==> config.mk <==
export PLATFORM = sky130hd
export DESIGN_NAME = vm2002_change_dispenser_flat
export DESIGN_NICKNAME = d
export VERILOG_FILES = /design/src/rtl/vm2002_common_pkg.sv /design/src/rtl/vm2002_change_dispenser_if.sv /design/src/rtl/vm2002_change_dispenser_coin_select.sv /design/src/rtl/vm2002_change_dispenser.sv /design/src/flat_wrapper.sv
export SDC_FILE = /design/constraint.sdc
export NUM_CORES = 1
export LEC_CHECK = 0
export CAP_MARGIN = 30
export CORE_ASPECT_RATIO = 0.6
export CORE_MARGIN = 2
export CORE_UTILIZATION = 39
export CTS_BUF_LIST = sky130_fd_sc_hd__clkbuf_8
export CTS_CLUSTER_DIAMETER = 150
export DETAILED_ROUTE_END_ITERATION = 10
export GPL_TIMING_DRIVEN = 0
export SLEW_MARGIN = 5
export SYNTH_ARGS = -nofsm -noshare
export SYNTH_HDL_FRONTEND = slang
export SYNTH_SLANG_ARGS = --single-unit
==> constraint.sdc <==
create_clock -name clk -period 3.4 [get_ports clk]
set_clock_uncertainty 0.2 [all_clocks]
set_input_delay 0.51 -clock clk [delete_from_list [all_inputs] [get_ports clk]]
set_output_delay 0.51 -clock clk [all_outputs]
set_load 0.005 [all_outputs]
final_clocks.png
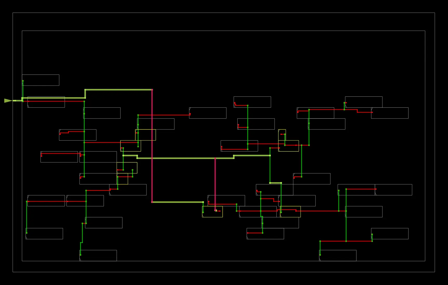
clock sinks: 34
Skew-Pair Late Insertion Delay: 0.29 ns
P_clk: 0.000319 W

registers.png
Scale bar: 20 um. Other sequential cells in the stronger grey, the rest of the logic in the fainter grey.
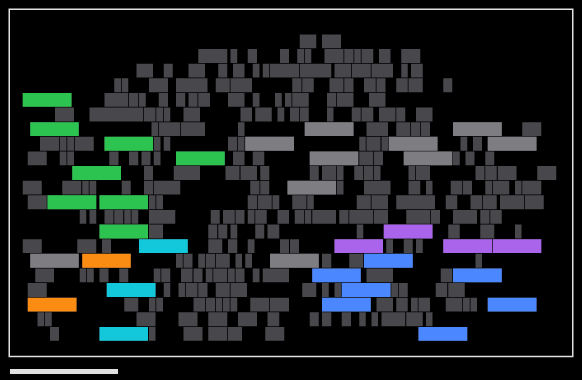
colour	netlist name	sequential cells
green	u_core.bus.chg_remaining	8
cyan	u_core.state	3
purple	u_core.cur_val	4
blue	u_core.tmo_cnt	7
orange	u_core.bus.chg_status	2
not coloured	10
power of the sequential group: 0.000668 W
fraction of area in registers: 30.14%
Sequential Area: 850.8 sq um
final core utilization: 49.51%

metal_stack.png
Two of the layers only.
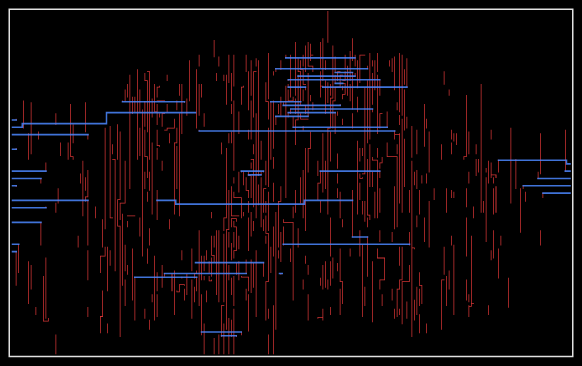
colour	layer	wire length
red	met2	2510 um
blue	met3	450 um
gr usage total: 20.80%
vias after detailed routing: 2225
total wirelength of the detailed-routed design: 6.580 mm
routed wirelength normalized by instance count: 16.41 um

wire_density.png
The die is cut into 21 by 13 equal tiles; dark purple is low, yellow is high, scaled to the fullest tile. Values are wire area over tile area, all layers added.
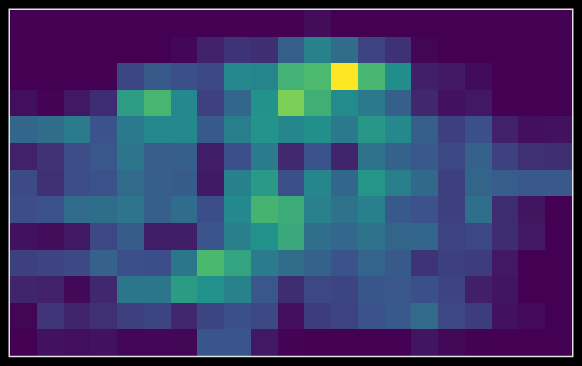
emptiest ninth of the die	north-east
nearly empty tiles	24%
mean over tiles	0.16
densest ninth of the die	centre
fullest tile	0.73
tiles over half the peak	7.7%

density.png
Scale bar: 20 um. The die is cut into 10 by 6 equal tiles; dark purple is low, yellow is high, 0 to 100% covered.
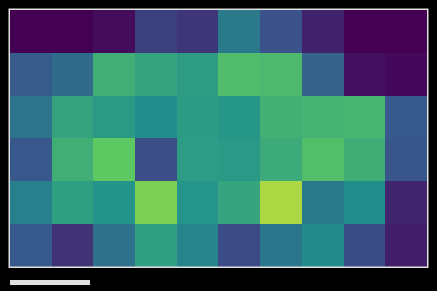
mean over tiles	41%
fullest tile	87%
nearly empty tiles	6.7%
tiles over 75% full	3.3%
fp util: 41.47%
core area: 5702 sq um

==> ds_physical_params.txt <==
Physical design parameters

Parameter                              Value

Status
  Outcome    complete, no violations

GRT
  Peak-usage layer in the global routing report    met1
  First-pass GRT wire length    approximately 11 mm
  Pin count of the biggest net entering global routing    35
  Remaining global-route overflow    0
  Met3 Usage GRT    5.408%
  Fraction of met2 tracks used by global routing    28.76%
  Number of global-route vias before repair    2078
  Antenna violations before repair    0

Pwr
  Sw Ratio    47.54%
  Proportion of power drawn by the clock network    12.1%
  Comb power frac    62.4%
  Flop pwr share    25.5%
  Net load switching power    0.001248 W
  Design internal power    0.001377 W

Drt
  Drt pass-1 iters    4
  Routed wire length on met2    2.510 mm
  Vias per cell    5.549
  Wire length on met3    449 um
  DRC violation count after routing    0
  Length of routed wiring on met1    ~3.6 mm

Final layout
  Number of fillers in the final layout    558
  Portion of the layout cell area used by clock cells    3.369%
  Most common logic cells in the final layout    37 x sky130_fd_sc_hd__nand2_1, 34 x sky130_fd_sc_hd__dfrtp_1, 26 x sky130_fd_sc_hd__nor2_1, 25 x sky130_fd_sc_hd__clkdlybuf4s50_1, 22 x sky130_fd_sc_hd__o21ai_0
  Number of nets at the end of the flow    342
  Area taken by multi-input logic gates    about 1400 sq um
  Syn-to-layout area delta    19.37%
  Number of sequential cells in the layout    34

Worst setup path
  Worst r2r path cells    10
  Register-to-register setup slack    about 0.23 ns
  Sort of element at the end of the critical path    flip-flop

STA
  RSZ-0062 raised after global routing    no
  Final tally of max-slew violations    0
  Setup Viol. Count Final    0
  Maximum clock frequency    around 320 MHz
  Worst max-slew margin expressed relative to the limit    between 40 and 50%
  Pin slew with the least headroom to its limit    0.7866 ns
  Sum Neg Setup Slack    0 ns
  Shortest clock period the worst path allows after layout    3.167 ns
  Worst Hold Margin    0.1002 ns
  Final tally of hold violations    0

Die
  I/O pin count    28

Place
  Dpl ws    0.3230 ns
  Final weighted congestion in routability-driven placement    between 0.8 and 0.9

Yosys
  Share of flip-flops with an asynchronous set or reset    100.0%
  Yosys Instances    about 290
  Most numerous cell types in the synthesized netlist    37 x sky130_fd_sc_hd__nand2_1, 34 x sky130_fd_sc_hd__dfrtp_1, 26 x sky130_fd_sc_hd__nor2_1, 22 x sky130_fd_sc_hd__o21ai_0, 20 x sky130_fd_sc_hd__a21oi_1
  Area share of the leading cell type in the synthesized netlist    between 30 and 40%
  Portion of the post-synthesis area used by sequential elements    35.98%
  Netlist area before placement    about 2400 sq um
  Area fraction in and, or, nand and nor cells after synthesis    25.56%
  Top logic cell family in the synthesized netlist    simple AND/OR/NAND/NOR gates
  Ao+oa area frac    between 20% and 30%
  Synthesized area divided by synthesized cell count    8.268 sq um
  Flip-flops with a built-in enable    0
  Mapped Cells    286
  Most instantiated library cell after synthesis    sky130_fd_sc_hd__nand2_1
  Fraction of synthesized area in multiplexers    0.8995%
  Count of warnings emitted by yosys    0

Clocking
  TritonCTS clock tree    built
  Num CTS Buffers    5
  Number of levels the H-tree was split into    2
==> critical path: stages, from the launching register on <==
cell	delay, ns
sky130_fd_sc_hd__dfrtp_1	0.39
sky130_fd_sc_hd__buf_2	0.24
sky130_fd_sc_hd__buf_1	0.43
sky130_fd_sc_hd__o221ai_1	0.24
sky130_fd_sc_hd__a32oi_2	0.37
sky130_fd_sc_hd__ha_1	0.24
sky130_fd_sc_hd__nor2_1	0.05
sky130_fd_sc_hd__a21oi_1	0.20
sky130_fd_sc_hd__a41oi_2	0.18
sky130_fd_sc_hd__a2111oi_4	0.35
sky130_fd_sc_hd__a21oi_1	0.14
==> what timing repair did <==
item / 4_1_cts / 5_1_grt
resized: 0 / 1
endpoints found under the setup margin: 0 / 1
hold buffers: 0 / 0
Power figures rest on the tool's default switching activity, not on a simulated workload.
